### Sizing map, run 1

Drawn at 4 px/µm.
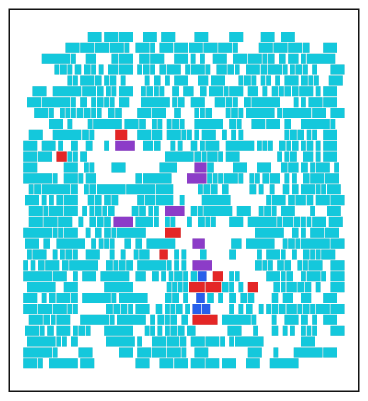
### Signal wires on met1, run 1

Drawn at 6 px/µm. Supply wires on this layer in grey.
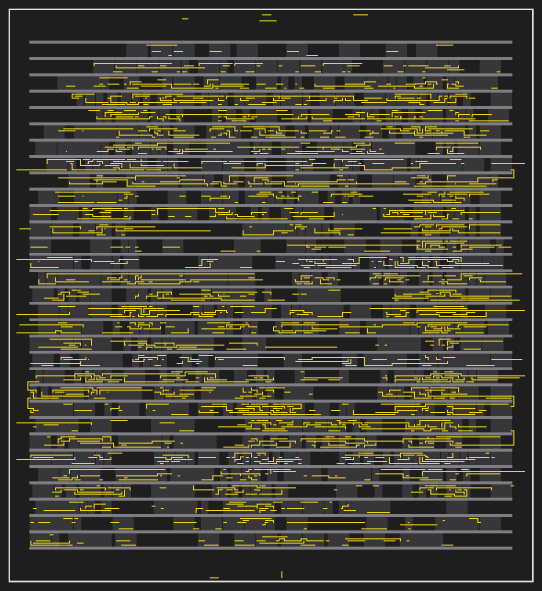
### Cell placement, run 1

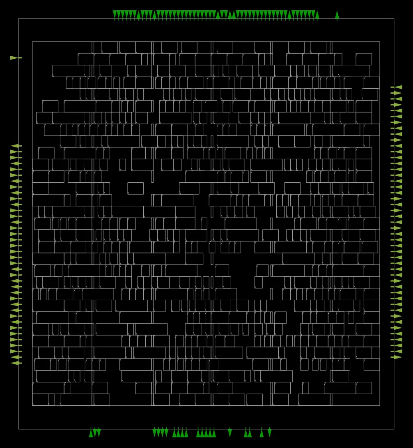
### Port wiring, run 1

Drawn at 4 px/µm.
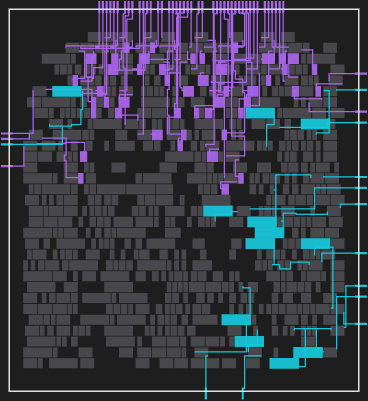
**config.mk**
```make
export PLATFORM = sky130hd
export DESIGN_NAME = data_mem_arbiter_flat
export DESIGN_NICKNAME = d
export VERILOG_FILES = /design/src/rtl/data_mem_arbiter_if.sv /design/src/rtl/data_mem_arbiter.sv /design/src/flat_wrapper.sv
export SDC_FILE = /design/constraint.sdc
export NUM_CORES = 1
export LEC_CHECK = 0
export ABC_AREA = 1
export CORE_ASPECT_RATIO = 1.1
export CORE_MARGIN = 3
export CORE_UTILIZATION = 43
export DETAILED_ROUTE_END_ITERATION = 6
export PLACE_DENSITY = 0.84
export SYNTH_ARGS = -nofsm -noshare
export SYNTH_HDL_FRONTEND = slang
export SYNTH_SLANG_ARGS = --single-unit
```
**constraint.sdc**
```tcl
create_clock -name clk -period 4.7 [get_ports clk]
set_input_delay 1.175 -clock clk [delete_from_list [all_inputs] [get_ports clk]]
set_output_delay 1.175 -clock clk [all_outputs]
set_load 0.01 [all_outputs]
```
**src/rtl/data_mem_arbiter_if.sv**
```systemverilog
// Purpose : bundles the per-core request side and the shared-memory side of
//           the data-memory arbiter into one connection.
// Ports   : req/we/addr/wdata (cores -> arbiter), ack/rdata (arbiter -> cores),
//           mem_addr/mem_wdata/mem_wrEn (arbiter -> memory), mem_rdata (memory -> arbiter),
//           busy (arbiter status). slave = arbiter view, master = cores + memory view.
interface data_mem_arbiter_if #(
  parameter int NUM_CORES  = 4,
  parameter int DATA_WIDTH = 12,
  parameter int ADDR_WIDTH = 12
);
  logic [NUM_CORES-1:0]            req;
  logic [NUM_CORES-1:0]            we;
  logic [NUM_CORES*ADDR_WIDTH-1:0] addr;
  logic [NUM_CORES*DATA_WIDTH-1:0] wdata;
  logic [NUM_CORES-1:0]            ack;
  logic [DATA_WIDTH-1:0]           rdata;
  logic [ADDR_WIDTH-1:0]           mem_addr;
  logic [DATA_WIDTH-1:0]           mem_wdata;
  logic                            mem_wrEn;
  logic [DATA_WIDTH-1:0]           mem_rdata;
  logic                            busy;

  modport slave (
    input  req, we, addr, wdata, mem_rdata,
    output ack, rdata, mem_addr, mem_wdata, mem_wrEn, busy
  );

  modport master (
    output req, we, addr, wdata, mem_rdata,
    input  ack, rdata, mem_addr, mem_wdata, mem_wrEn, busy
  );
endinterface

```
**src/rtl/data_mem_arbiter.sv**
```systemverilog
// Purpose : shares one single-port synchronous data memory between NUM_CORES
//           cores, one access at a time, round-robin (or fixed priority when
//           ARB_FIXED_PRIO_EN is defined: lowest index wins).
// Ports   : clk, rst (sync, active-high), bus (data_mem_arbiter_if.slave).
//           Latency req->ack: write 3 cycles, read RD_LATENCY+2 cycles; a core
//           stalls with req high until its one-cycle ack; all outputs registered.
module data_mem_arbiter #(
  parameter int NUM_CORES  = 4,
  parameter int DATA_WIDTH = 12,
  parameter int ADDR_WIDTH = 12,
  parameter int RD_LATENCY = 1
) (
  input  logic                clk,
  input  logic                rst,
  data_mem_arbiter_if.slave   bus
);

  localparam int IDX_W = $clog2(NUM_CORES);
  localparam int CNT_W = (RD_LATENCY > 1) ? $clog2(RD_LATENCY) : 1;

  typedef enum logic [1:0] {IDLE, WRITE, READ_WAIT, DONE} state_t;

  state_t                  r_state,     w_state_nxt;
  logic [IDX_W-1:0]        r_win,       w_win_nxt;
  logic [CNT_W-1:0]        r_cnt,       w_cnt_nxt;
  logic [NUM_CORES-1:0]    r_ack,       w_ack_nxt;
  logic [DATA_WIDTH-1:0]   r_rdata,     w_rdata_nxt;
  logic [ADDR_WIDTH-1:0]   r_mem_addr,  w_mem_addr_nxt;
  logic [DATA_WIDTH-1:0]   r_mem_wdata, w_mem_wdata_nxt;
  logic                    r_mem_wrEn,  w_mem_wrEn_nxt;
  logic                    r_busy,      w_busy_nxt;

  logic [NUM_CORES-1:0]    w_elig;
  logic                    w_any;
  logic [IDX_W-1:0]        w_pick;

  // The core being acked this cycle may still hold req (it only drops it
  // next cycle), so it is excluded from this arbitration round.
  assign w_elig = bus.req & ~r_ack;
  assign w_any  = |w_elig;

`ifdef ARB_FIXED_PRIO_EN
  always_comb begin
    w_pick = '0;
    // Descending scan: the last hit, i.e. the lowest index, wins.
    for (int i = NUM_CORES - 1; i >= 0; i--) begin
      if (w_elig[IDX_W'(i)]) w_pick = IDX_W'(i);
    end
  end
`else
  logic [IDX_W-1:0] r_last, w_last_nxt;

  always_comb begin
    int v_idx;
    v_idx  = 0;
    w_pick = '0;
    // Scan offsets far-to-near so the nearest requester after r_last wins.
    for (int k = NUM_CORES; k >= 1; k--) begin
      v_idx = int'(r_last) + k;
      if (v_idx >= NUM_CORES) v_idx = v_idx - NUM_CORES;
      if (w_elig[IDX_W'(v_idx)]) w_pick = IDX_W'(v_idx);
    end
  end

  always_comb begin
    w_last_nxt = r_last;
    if (r_state == IDLE && w_any) w_last_nxt = w_pick;
  end

  always_ff @(posedge clk) begin
    if (rst) r_last <= IDX_W'(NUM_CORES - 1);
    else     r_last <= w_last_nxt;
  end
`endif

  always_comb begin
    w_state_nxt     = r_state;
    w_win_nxt       = r_win;
    w_cnt_nxt       = r_cnt;
    w_ack_nxt       = '0;
    w_rdata_nxt     = r_rdata;
    w_mem_addr_nxt  = r_mem_addr;
    w_mem_wdata_nxt = r_mem_wdata;
    w_mem_wrEn_nxt  = 1'b0;
    w_busy_nxt      = r_busy;
    case (r_state)
      IDLE: begin
        if (w_any) begin
          w_win_nxt       = w_pick;
          w_mem_addr_nxt  = bus.addr[int'(w_pick)*ADDR_WIDTH +: ADDR_WIDTH];
          w_mem_wdata_nxt = bus.wdata[int'(w_pick)*DATA_WIDTH +: DATA_WIDTH];
          w_busy_nxt      = 1'b1;
          w_cnt_nxt       = '0;
          if (bus.we[w_pick]) begin
            w_state_nxt    = WRITE;
            // Registered, so the strobe is high exactly during WRITE.
            w_mem_wrEn_nxt = 1'b1;
          end else begin
            w_state_nxt    = READ_WAIT;
          end
        end
      end
      WRITE: begin
        w_state_nxt = DONE;
      end
      READ_WAIT: begin
        if (r_cnt == CNT_W'(RD_LATENCY - 1)) begin
          w_rdata_nxt = bus.mem_rdata;
          w_state_nxt = DONE;
        end else begin
          w_cnt_nxt   = r_cnt + 1'b1;
        end
      end
      DONE: begin
        w_ack_nxt[r_win] = 1'b1;
        w_busy_nxt       = 1'b0;
        w_state_nxt      = IDLE;
      end
      default: w_state_nxt = IDLE;
    endcase
  end

  always_ff @(posedge clk) begin
    if (rst) begin
      r_state     <= IDLE;
      r_win       <= '0;
      r_cnt       <= '0;
      r_ack       <= '0;
      r_rdata     <= '0;
      r_mem_addr  <= '0;
      r_mem_wdata <= '0;
      r_mem_wrEn  <= 1'b0;
      r_busy      <= 1'b0;
    end else begin
      r_state     <= w_state_nxt;
      r_win       <= w_win_nxt;
      r_cnt       <= w_cnt_nxt;
      r_ack       <= w_ack_nxt;
      r_rdata     <= w_rdata_nxt;
      r_mem_addr  <= w_mem_addr_nxt;
      r_mem_wdata <= w_mem_wdata_nxt;
      r_mem_wrEn  <= w_mem_wrEn_nxt;
      r_busy      <= w_busy_nxt;
    end
  end

  assign bus.ack       = r_ack;
  assign bus.rdata     = r_rdata;
  assign bus.mem_addr  = r_mem_addr;
  assign bus.mem_wdata = r_mem_wdata;
  assign bus.mem_wrEn  = r_mem_wrEn;
  assign bus.busy      = r_busy;

endmodule

```
**src/flat_wrapper.sv**
```systemverilog
// flat-port wrapper written by rule: the top's interface ports become plain ports
module data_mem_arbiter_flat 
#(
  parameter int NUM_CORES  = 4,
  parameter int DATA_WIDTH = 12,
  parameter int ADDR_WIDTH = 12,
  parameter int RD_LATENCY = 1
)
  (clk, rst, bus_req, bus_we, bus_addr, bus_wdata, bus_mem_rdata, bus_ack, bus_rdata, bus_mem_addr, bus_mem_wdata, bus_mem_wrEn, bus_busy);
  data_mem_arbiter_if #(.NUM_CORES(NUM_CORES), .DATA_WIDTH(DATA_WIDTH), .ADDR_WIDTH(ADDR_WIDTH)) bus_i ();
  input  logic clk;
  input  logic rst;
  input wire logic [$bits(bus_i.req)-1:0] bus_req;
  input wire logic [$bits(bus_i.we)-1:0] bus_we;
  input wire logic [$bits(bus_i.addr)-1:0] bus_addr;
  input wire logic [$bits(bus_i.wdata)-1:0] bus_wdata;
  input wire logic [$bits(bus_i.mem_rdata)-1:0] bus_mem_rdata;
  output wire logic [$bits(bus_i.ack)-1:0] bus_ack;
  output wire logic [$bits(bus_i.rdata)-1:0] bus_rdata;
  output wire logic [$bits(bus_i.mem_addr)-1:0] bus_mem_addr;
  output wire logic [$bits(bus_i.mem_wdata)-1:0] bus_mem_wdata;
  output wire logic [$bits(bus_i.mem_wrEn)-1:0] bus_mem_wrEn;
  output wire logic [$bits(bus_i.busy)-1:0] bus_busy;
  assign bus_i.req = bus_req;
  assign bus_i.we = bus_we;
  assign bus_i.addr = bus_addr;
  assign bus_i.wdata = bus_wdata;
  assign bus_i.mem_rdata = bus_mem_rdata;
  assign bus_ack = bus_i.ack;
  assign bus_rdata = bus_i.rdata;
  assign bus_mem_addr = bus_i.mem_addr;
  assign bus_mem_wdata = bus_i.mem_wdata;
  assign bus_mem_wrEn = bus_i.mem_wrEn;
  assign bus_busy = bus_i.busy;
  data_mem_arbiter #(.NUM_CORES(NUM_CORES), .DATA_WIDTH(DATA_WIDTH), .ADDR_WIDTH(ADDR_WIDTH), .RD_LATENCY(RD_LATENCY)) u_core (.clk(clk), .rst(rst), .bus(bus_i));
endmodule
```
==> flow_summary.rst, run 1 <==
Synthesis and place-and-route
=============================

.. list-table::
   :header-rows: 1

   * - Metric
     - Value
   * - Final estimated routing congestion in global placement
     - 0.827
   * - Maximum number of pins on one net before global-route repair
     - 55
   * - Clock Power
     - 0.259 mW
   * - TritonCTS buffer count
     - 5
   * - Cell Count Post-Placement
     - 718
   * - Number of maximum-capacitance violations
     - 0
   * - Post-synthesis sequential area ratio
     - 0.309
   * - Final core area utilization
     - 0.699
   * - Clock latency on the worst-skew pair
     - roughly 300 ps
   * - Number of antenna violations at the first check in global routing
     - 0
   * - Synthesis-to-layout area growth
     - 52.8%
   * - Asr flop ratio synth
     - 0
   * - Tightest slew margin relative to the limit
     - 0.372
   * - Hold_sp
     - u_core.r_win[1]
   * - Most common logic cells in the final layout
     - sky130_fd_sc_hd__clkdlybuf4s50_1 (159), sky130_fd_sc_hd__nand2_1 (98), sky130_fd_sc_hd__nor2_1 (75), sky130_fd_sc_hd__inv_1 (67), sky130_fd_sc_hd__nand3_1 (67)
   * - Largest logic family
     - simple AND/OR/NAND/NOR gates
   * - Overflow left after global routing
     - 0
   * - FF-to-FF path depth
     - 13
   * - Wire length of the first global-routing pass
     - 15,200 µm
   * - Critical path cell sequence
     - clkdlybuf4s50_1 > nand3_1 > and2_1 > o21ai_0 > o21ai_0 > nand2_2 > inv_1 > nand3_1 > nand3_1 > a21oi_1
   * - Cell Pwr Density
     - 569 nW/µm²
   * - FILL cells
     - between 500 and 600
   * - Number of buffers inserted to repair setup after CTS
     - 0
   * - Remaining antenna violation count after routing
     - 0
   * - Fraction of final layout cells with drive strength greater than 1
     - 0.0311
   * - Slowest stage delay, CP
     - 710 ps
   * - Predominant post-synthesis flop cell
     - sky130_fd_sc_hd__dfxtp_1
   * - Outcome
     - finished clean
   * - Clk slew on worst S/H paths
     - roughly 100 ps
   * - Via count of the first global-routing pass
     - 3,461
   * - End of the worst hold path
     - u_core.bus.ack[1]
   * - Wire per inst
     - ~14 µm
   * - Root Buffer Master
     - sky130_fd_sc_hd__clkbuf_8
   * - Design Power
     - ~2.7 mW
   * - Combinational share of cell area
     - 0.361
   * - Sequential group share of total power
     - 0.235
   * - Clock buffer and inverter area fraction after layout
     - 0.0200
   * - Synthesized-area fraction occupied by ao, oa, aoi and oai cells
     - 0.126
   * - Cell occurring most often along the worst timing path
     - sky130_fd_sc_hd__nand3_1
   * - Fin. max-slew vios
     - 0
   * - Number of clock-tree buffers in the layout
     - 5
   * - Maximum vdd ir drop
     - 0.496 mV
   * - Endpoint required time on the critical path
     - a little under 5000 ps
   * - Endpoint kind of the worst setup timing path
     - register
   * - Number of nets in the synthesized netlist
     - 628
   * - Number of logic gates
     - 358
   * - Wire length on met1
     - 3930 µm
   * - Power in combinational cells
     - 1.81 mW
   * - Average cell area after synthesis
     - between 6 and 7 µm²
   * - Proportion of power drawn by combinational gates
     - 0.669
   * - Cell area reported after detailed placement
     - 4650 µm²
   * - Clock share of power
     - 0.096
   * - XOR/XNOR share of the synthesized area
     - 0
   * - Worst reg2reg startpoint
     - u_core.r_last[0]
   * - Most numerous cell in the Yosys netlist
     - sky130_fd_sc_hd__nand2_1
   * - Detailed-route vias per instance
     - 5.11
   * - Count of flip-flops with a built-in enable after synthesis
     - 0
   * - Worst hold path class
     - reg2reg
   * - Non-clock buffers
     - approximately 160
   * - CTS tree
     - yes
   * - Yosys stat cell total
     - 506
   * - Gate family responsible for the most delay along the worst path
     - simple AND/OR/NAND/NOR gates
   * - Portion of the layout cell area used by non-clock buffers
     - 0.340
   * - Top cells by area
     - sky130_fd_sc_hd__dfxtp_1 (31%), sky130_fd_sc_hd__nand2_1 (12%), sky130_fd_sc_hd__nand3_1 (11%)
Back to the opening pictures, 'Sizing map':
legend:
  x2:
    colour: blue
    cells: 4
    share: 0.62%
  x3 and x4:
    colour: red
    cells: 9
    share: 1.4%
  x6 and larger:
    colour: purple
    cells: 7
    share: 1.1%
  x1 and smaller:
    colour: cyan
    cells: 624
    share: 97%

Back to the opening pictures, 'Signal wires on met1':
longest straight run: 34.5 µm
main direction: horizontal
wire length on this layer: 3,930 µm
share of all routed wire: 40%
nets with wire on the layer: 683
via count: 3,713
GR Util met1: 0.255
DRT Wirelength: 9840 µm

Back to the opening pictures, 'Cell placement':
number of cells in the finished layout apart from fillers: 726
placeable core area: 6790 µm²
inserted tap cell count: 82
standard-cell row count: 31

Back to the opening pictures, 'Port wiring':
legend:
  `bus_addr`:
    colour: purple
    direction: input
    end_cells: 48
    buffers: 48
    wire: 1,250 µm
  `bus_mem_wdata`:
    colour: cyan
    direction: output
    end_cells: 12
    buffers: 12
    wire: 354 µm

### Placement density heat map, run 1

Drawn at 4 px/µm. 9 x 10 tiles, from dark blue (low) to red (high), 0 to 100% covered.
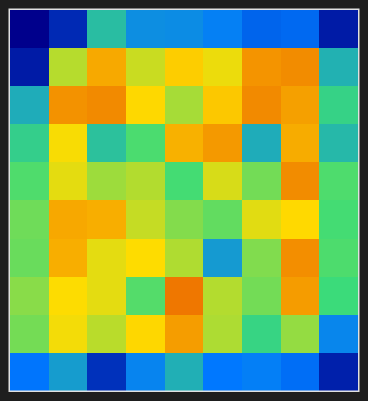

## Run 2: what changed since run 1
--- a/config.mk
+++ b/config.mk
@@ -8,9 +8,9 @@
 export ABC_AREA = 1
 export CORE_ASPECT_RATIO = 1.1
 export CORE_MARGIN = 3
-export CORE_UTILIZATION = 43
+export CORE_UTILIZATION = 36
 export DETAILED_ROUTE_END_ITERATION = 6
-export PLACE_DENSITY = 0.84
+export PLACE_DENSITY = 0.75
 export SYNTH_ARGS = -nofsm -noshare
 export SYNTH_HDL_FRONTEND = slang
 export SYNTH_SLANG_ARGS = --single-unit
==> constraint.sdc (replaced) <==
create_clock -name clk -period 2.9 [get_ports clk]
set_input_delay 0.725 -clock clk [delete_from_list [all_inputs] [get_ports clk]]
set_output_delay 0.725 -clock clk [all_outputs]
set_load 0.01 [all_outputs]
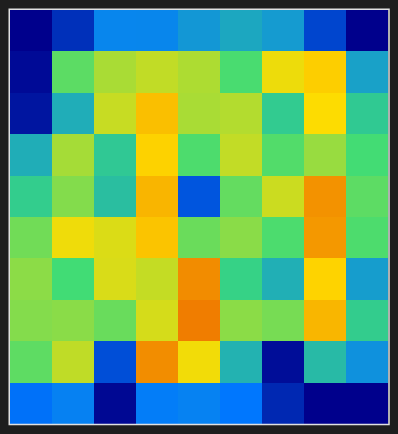
*Placement density heat map, run 2*
Drawn at 4 px/µm. 9 x 10 tiles, from dark blue (low) to red (high), 0 to 100% covered.
mean over tiles: 49%
nearly empty tiles: 5.6%
fullest tile: 86%
tiles over 75% full: 13%

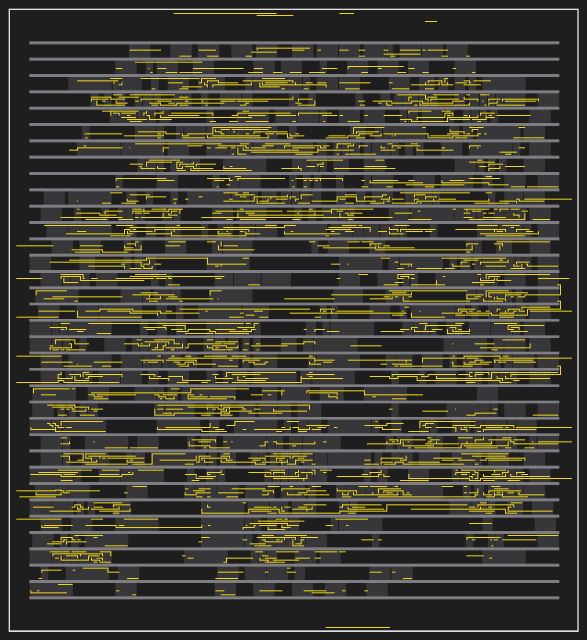
*Signal wires on met1, run 2*
Drawn at 6 px/µm. Supply wires on this layer in grey.
longest straight run: 31.7 µm
wire length on this layer: 4,170 µm
share of all routed wire: 41%
GR Util met1: 0.256
via count: 3,679
DRT Wirelength: 10,200 µm

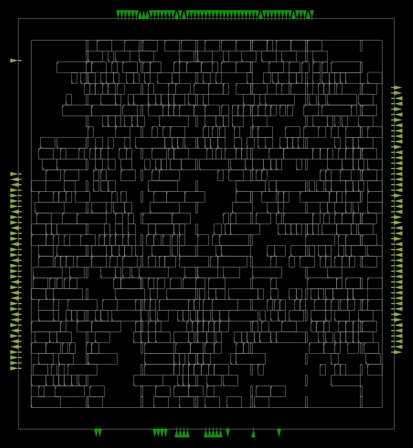
*Cell placement, run 2*
number of cells in the finished layout apart from fillers: 759
inserted tap cell count: 108
sequential portion of the cell area: 0.195
FILL cells: 804
standard-cell row count: 34

==> run 2 against run 1 <==
Wire length increased by 3.8%. Global-route usage is 2.0 points lower. Non-clock buffer count up 7. Clock skew is 6.7 ps higher. Critical path type unchanged. Critical endpoint is now u_core.bus.mem_addr[4]. Largest cell class is now buffers.
==> flow_summary.rst, run 2 <==
Synthesis and place-and-route
=============================

.. list-table::
   :header-rows: 1

   * - Metric
     - Value
   * - Area leader share
     - 0.309
   * - Most crowded layer after global routing
     - met2
   * - Placement-stage worst setup slack
     - between 200 and 250 ps
   * - Largest fanout on the critical path
     - 21
   * - Fraction of met2 tracks used by global routing
     - 0.355
   * - Detailed-route vias per instance
     - roughly 4.8
   * - Area of the mapped netlist
     - between 3000 and 4000 µm²
   * - Setup tns final
     - 0 ps
   * - Cell area reported after detailed placement
     - slightly below 5000 µm²
   * - Post-synthesis sequential area ratio
     - 0.309
   * - Design Power
     - 4.72 mW
   * - Net switching component of the power
     - 2.25 mW
   * - Root Buffer Master
     - sky130_fd_sc_hd__clkbuf_8
   * - Library cell with the largest summed area after synthesis
     - sky130_fd_sc_hd__dfxtp_1
   * - Final Skew
     - between 10 and 15 ps
   * - Maximum number of pins on one net before global-route repair
     - 56
   * - Pwr top
     - combinational cells
   * - Number of clock-tree buffers in the layout
     - 5
   * - Overflow left after global routing
     - 0
   * - Clock Power
     - roughly 0.44 mW
   * - Placed wire-length estimate after detailed placement
     - 7410 µm
   * - Maximum vdd ir drop
     - 0.527 mV
   * - Cell Pwr Density
     - 960 nW/µm²
   * - Predominant post-synthesis flop cell
     - sky130_fd_sc_hd__dfxtp_1
   * - Area of all placed cells without fillers
     - roughly 5000 µm²
   * - Placeable core area
     - 8170 µm²
   * - Combinational share of cell area
     - 0.349
   * - Number of buffers inserted to repair setup after CTS
     - 0
   * - Number of maximum-capacitance violations
     - 0
   * - Switching share of power
     - 0.476
   * - Area-dominant class
     - buffers
   * - Critical path cell sequence
     - clkdlybuf4s50_1 > nand3_1 > and2_1 > nand2_2 > nand2_2 > nand2_4 > buf_12 > nand3b_1 > nand3_1 > nand2_1 > o21ai_1 > inv_1
   * - Most numerous cell in the Yosys netlist
     - sky130_fd_sc_hd__nand2_1
   * - Synthesis-to-layout area growth
     - 58.3%
   * - Gate family responsible for the most delay along the worst path
     - simple AND/OR/NAND/NOR gates
   * - TritonCTS buffer count
     - 5
   * - Buf+Inv Stages, Crit Path
     - 3
   * - Net total in the final layout
     - a little under 800
   * - Synthesized-area fraction occupied by ao, oa, aoi and oai cells
     - 0.126
   * - Wire per inst
     - 13.5 µm
   * - Commonest cells post-synth
     - sky130_fd_sc_hd__nand2_1 (99), sky130_fd_sc_hd__nor2_1 (76), sky130_fd_sc_hd__inv_1 (67), sky130_fd_sc_hd__nand3_1 (67), sky130_fd_sc_hd__dfxtp_1 (48)
   * - Clock share of power
     - 0.093
   * - Ys Warns
     - 0
   * - Post-layout worst setup margin
     - about 540 ps
   * - Non-clock inverter total of the final layout
     - 68
   * - Number of nets in the synthesized netlist
     - approximately 630
   * - Asr flop ratio synth
     - 0
   * - Startpoint type of the worst setup path
     - input pin
   * - Amount of wire on met2 after detailed routing
     - 5070 µm
   * - Final Cycle Share
     - 0.813
   * - Proportion of power drawn by combinational gates
     - 0.691
   * - Wire length of the first global-routing pass
     - 16,200 µm
   * - Simple-Gate Fraction of Synth Area
     - 0.407
   * - Routed length on met3
     - 902 µm
   * - Portion of the layout cell area used by non-clock buffers
     - 0.357
   * - Num ports
     - 160
   * - Worst hold path class
     - reg2reg
   * - Port buffer count
     - around 160
   * - Outcome
     - finished clean
   * - Register-to-register path setup slack
     - 830 ps
   * - Reg2reg end
     - u_core.bus.mem_addr[4]
   * - Fin. max-slew vios
     - 0
   * - Most common logic cells in the final layout
     - sky130_fd_sc_hd__clkdlybuf4s50_1 (159), sky130_fd_sc_hd__nand2_1 (98), sky130_fd_sc_hd__nor2_1 (75), sky130_fd_sc_hd__inv_1 (67), sky130_fd_sc_hd__nand3_1 (67)
   * - Clock buffer and inverter area fraction after layout
     - 0.0191
   * - Pre-placement core utilization
     - 0.380
   * - Last element of the critical path
     - u_core.bus.mem_addr[4]
   * - Number of clock sinks
     - 48
   * - Internal power
     - 2.48 mW
   * - OpenROAD warning count
     - 29
   * - Die Span Y
     - 103 µm
   * - Number of hold buffers added after cts
     - 0
   * - Number of standard cells after synthesis
     - 506
   * - Uppermost layer routed
     - met4
   * - Via count of the first global-routing pass
     - 3,412
   * - Final estimated routing congestion in global placement
     - 0.928
   * - Sequential group share of total power
     - 0.216
   * - Largest logic family
     - simple AND/OR/NAND/NOR gates
   * - End of the worst hold path
     - u_core.bus.ack[0]
   * - Adder-cell share of the synthesized area
     - 0.0161
   * - FF-to-FF path depth
     - 13
   * - Power in combinational cells
     - 3.26 mW
   * - LEAKAGE
     - 2.32 nW
   * - Fraction of final layout cells with drive strength greater than 1
     - 0.0415
   * - Distinct cell type count of the synthesized netlist
     - 23
   * - Mux share of post-synthesis cell area
     - 0
   * - Multi-input gate area in the final layout
     - roughly 1700 µm²
   * - Final Critical Period
     - 2360 ps
   * - Most frequent standard cell in the layout excluding fill and tap cells
     - sky130_fd_sc_hd__clkdlybuf4s50_1
   * - Wire length on met1
     - 4170 µm
   * - Longest Clk Path Bufs
     - 2
   * - Number of antenna violations at the first check in global routing
     - 0
   * - Cell depth of the worst hold path
     - 1
   * - Slew of the pin with the lowest slew margin
     - a little over 500 ps
   * - Post-cts resize count
     - 0
   * - Slowest stage delay, CP
     - around 500 ps
   * - Remaining antenna violation count after routing
     - 0
   * - Count of flip-flops with a built-in enable after synthesis
     - 0
   * - Antenna Diode Count
     - 0
   * - Post-route worst hold slack
     - about 480 ps
   * - CTS H-Tree Depth
     - 2
   * - Sequential power
     - 1.02 mW
   * - CTS tree
     - yes
   * - Top cells by area
     - sky130_fd_sc_hd__dfxtp_1 (31%), sky130_fd_sc_hd__nand2_1 (12%), sky130_fd_sc_hd__nand3_1 (11%)
   * - Yosys stat cell total
     - 506
   * - Hold_sp
     - u_core.r_win[1]
   * - Count of sequential standard cells
     - 48
   * - Non-clock buffers
     - ~170
   * - Clock latency on the worst-skew pair
     - 310 ps
   * - Tightest slew margin relative to the limit
     - 0.660
   * - Met3 usage in global routing
     - 0.0535
   * - Worst reg2reg startpoint
     - u_core.r_last[0]
   * - Endpoint required time on the critical path
     - 3100 ps
   * - Summed standard-cell area reported by yosys
     - roughly 3100 µm²
   * - Die ar.
     - 9780 µm²
   * - Final core area utilization
     - 0.602
   * - Total of flip-flops plus latches after synthesis
     - 48
   * - Path type of the worst setup path
     - in2reg
   * - Clk slew on worst S/H paths
     - approximately 110 ps
   * - Highest clock frequency the design can meet
     - 424 MHz
   * - Final hold viol count
     - 0
   * - Endpoint kind of the worst setup timing path
     - register
   * - Total setup violations reported at the end of the flow
     - 0
   * - Worst endpoint data arrival time
     - 2550 ps
   * - Number of logic gates
     - 358
   * - XOR/XNOR share of the synthesized area
     - 0
   * - Average cell area after synthesis
     - 6.14 µm²
   * - Cell Count Post-Placement
     - 751
### Port wiring, run 2

Drawn at 4 px/µm.
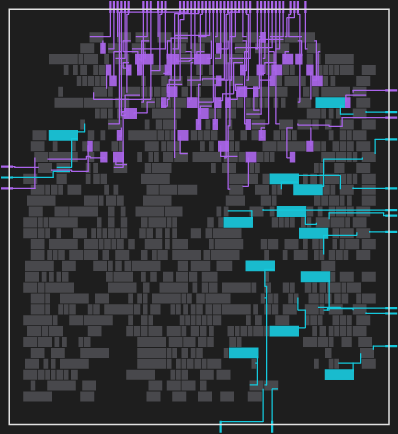

## Run 3: what changed since run 2
==> constraint.sdc (replaced) <==
create_clock -name clk -period 2 [get_ports clk]
set_input_delay 0.5 -clock clk [delete_from_list [all_inputs] [get_ports clk]]
set_output_delay 0.5 -clock clk [all_outputs]
set_load 0.01 [all_outputs]
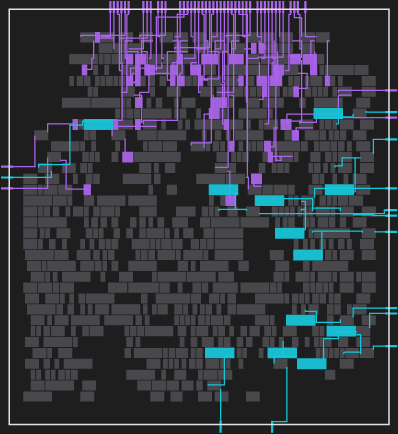
*Port wiring, run 3*
Drawn at 4 px/µm.
legend:
  `bus_mem_wdata`:
    colour: cyan
    direction: output
    end_cells: 12
    buffers: 12
    wire: 316 µm
  `bus_addr`:
    colour: purple
    direction: input
    end_cells: 48
    buffers: 48
    wire: 1,240 µm

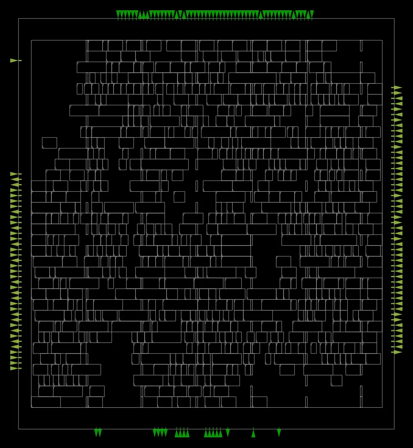
*Cell placement, run 3*
final core area utilization: 0.636
placeable core area: 8170 µm²

==> run 3 against run 2 <==
Via count rose by 3.0%. Clock-buffer cell count is the same. Synthesized cell count is the same. Hold slack got worse by 3.6 ps. Critical path depth increased by 2. Sequential power rose by 46%. Global-route usage down 0.10 points. Power rose by 61%. Clock power grew 46%. Non-clock buffer count grew 15. Design area up 5.6%. Critical path type unchanged. Critical endpoint is now u_core.bus.mem_addr[3]. Largest cell class unchanged.
==> flow_summary.rst, run 3 <==
Synthesis and place-and-route
=============================

.. list-table::
   :header-rows: 1

   * - Metric
     - Value
   * - GR Util met1
     - 0.245
   * - Switching share of power
     - 0.454
   * - Slew of the pin with the lowest slew margin
     - ~470 ps
   * - Most numerous cell in the Yosys netlist
     - sky130_fd_sc_hd__nand2_1
   * - Reg2reg end
     - u_core.bus.mem_addr[3]
   * - Detailed-route vias per instance
     - 4.89
   * - Endpoint kind of the worst setup timing path
     - register
   * - Area-dominant class
     - buffers
   * - Most frequent standard cell in the layout excluding fill and tap cells
     - sky130_fd_sc_hd__clkdlybuf4s50_1
   * - Clock buffer and inverter area fraction after layout
     - 0.0183
   * - Via count of the first global-routing pass
     - 3,422
   * - Slowest stage delay, CP
     - between 200 and 300 ps
   * - Number of nets in the synthesized netlist
     - around 630
   * - Wire length on met1
     - 4430 µm
   * - Outcome
     - finished clean
   * - Final Critical Period
     - around 1900 ps
   * - Die ar.
     - between 9000 and 10,000 µm²
   * - Proportion of power drawn by combinational gates
     - 0.720
   * - Clock share of power
     - 0.085
   * - DRT Wirelength
     - 10,600 µm
   * - End of the worst hold path
     - u_core.bus.ack[1]
   * - Sequential group share of total power
     - 0.196
   * - Amount of wire on met2 after detailed routing
     - 5150 µm
   * - Number of standard cells after synthesis
     - 506
   * - Fraction of met2 tracks used by global routing
     - 0.352
   * - Critical path cell sequence
     - dlygate4sd2_1 > nand2_1 > nor2_1 > nor2_1 > nand2_1 > nand2_2 > nand2_2 > nand2_4 > buf_12 > bufbuf_16 > nand3_1 > a21oi_1 > o21ai_1 > inv_1
   * - Tightest slew margin relative to the limit
     - 0.689
   * - Die Span Y
     - 103 µm
   * - Most common logic cells in the final layout
     - sky130_fd_sc_hd__clkdlybuf4s50_1 (155), sky130_fd_sc_hd__nand2_1 (97), sky130_fd_sc_hd__nor2_1 (75), sky130_fd_sc_hd__inv_1 (66), sky130_fd_sc_hd__nand3_1 (65)
   * - FF-to-FF path depth
     - 14
   * - Path type of the worst setup path
     - in2reg
   * - Register-to-register path setup slack
     - ~100 ps
   * - Number of logic gates
     - 358
   * - Antenna Diode Count
     - 0
   * - Uppermost layer routed
     - met4
   * - Setup tns final
     - 0 ps
   * - Total setup violations reported at the end of the flow
     - 0
   * - Wire length of the first global-routing pass
     - between 15,000 and 20,000 µm
   * - Worst endpoint data arrival time
     - 2160 ps
   * - Worst hold path class
     - reg2reg
   * - Clock latency on the worst-skew pair
     - 310 ps
   * - Predominant post-synthesis flop cell
     - sky130_fd_sc_hd__dfxtp_1
   * - Synthesized-area fraction occupied by ao, oa, aoi and oai cells
     - 0.126
   * - Buf+Inv Stages, Crit Path
     - 4
   * - Final hold viol count
     - 0
   * - Highest clock frequency the design can meet
     - 527 MHz
   * - Post-layout worst setup margin
     - 102 ps
   * - Total of flip-flops plus latches after synthesis
     - 48
   * - Port buffer count
     - 159
   * - Cell depth of the worst hold path
     - 1
   * - Largest logic family
     - simple AND/OR/NAND/NOR gates
   * - Wire per inst
     - between 10 and 15 µm
   * - Count of sequential standard cells
     - 48
   * - Via count
     - 3,788
   * - FILL cells
     - 779
   * - Top cells by area
     - sky130_fd_sc_hd__dfxtp_1 (31%), sky130_fd_sc_hd__nand2_1 (12%), sky130_fd_sc_hd__nand3_1 (11%)
   * - Net total in the final layout
     - 787
   * - Power in combinational cells
     - 5.47 mW
   * - Final estimated routing congestion in global placement
     - 0.912
   * - Last element of the critical path
     - u_core.bus.mem_addr[3]
   * - Multi-input gate area in the final layout
     - approximately 1800 µm²
   * - Maximum number of pins on one net before global-route repair
     - ~43
   * - Number of antenna violations at the first check in global routing
     - 0
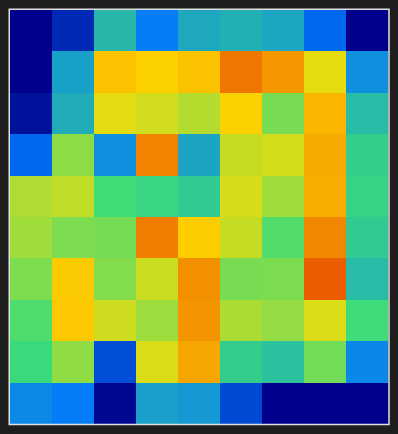
*Placement density heat map, run 3*
Drawn at 4 px/µm. 9 x 10 tiles, from dark blue (low) to red (high), 0 to 100% covered.
nearly empty tiles: 7.8%
fullest tile: 89%
emptiest ninth of the die: north-west
tiles over 75% full: 21%
pre-placement core utilization: 0.380

No activity file was given, so power comes from the tool's default toggle rates.
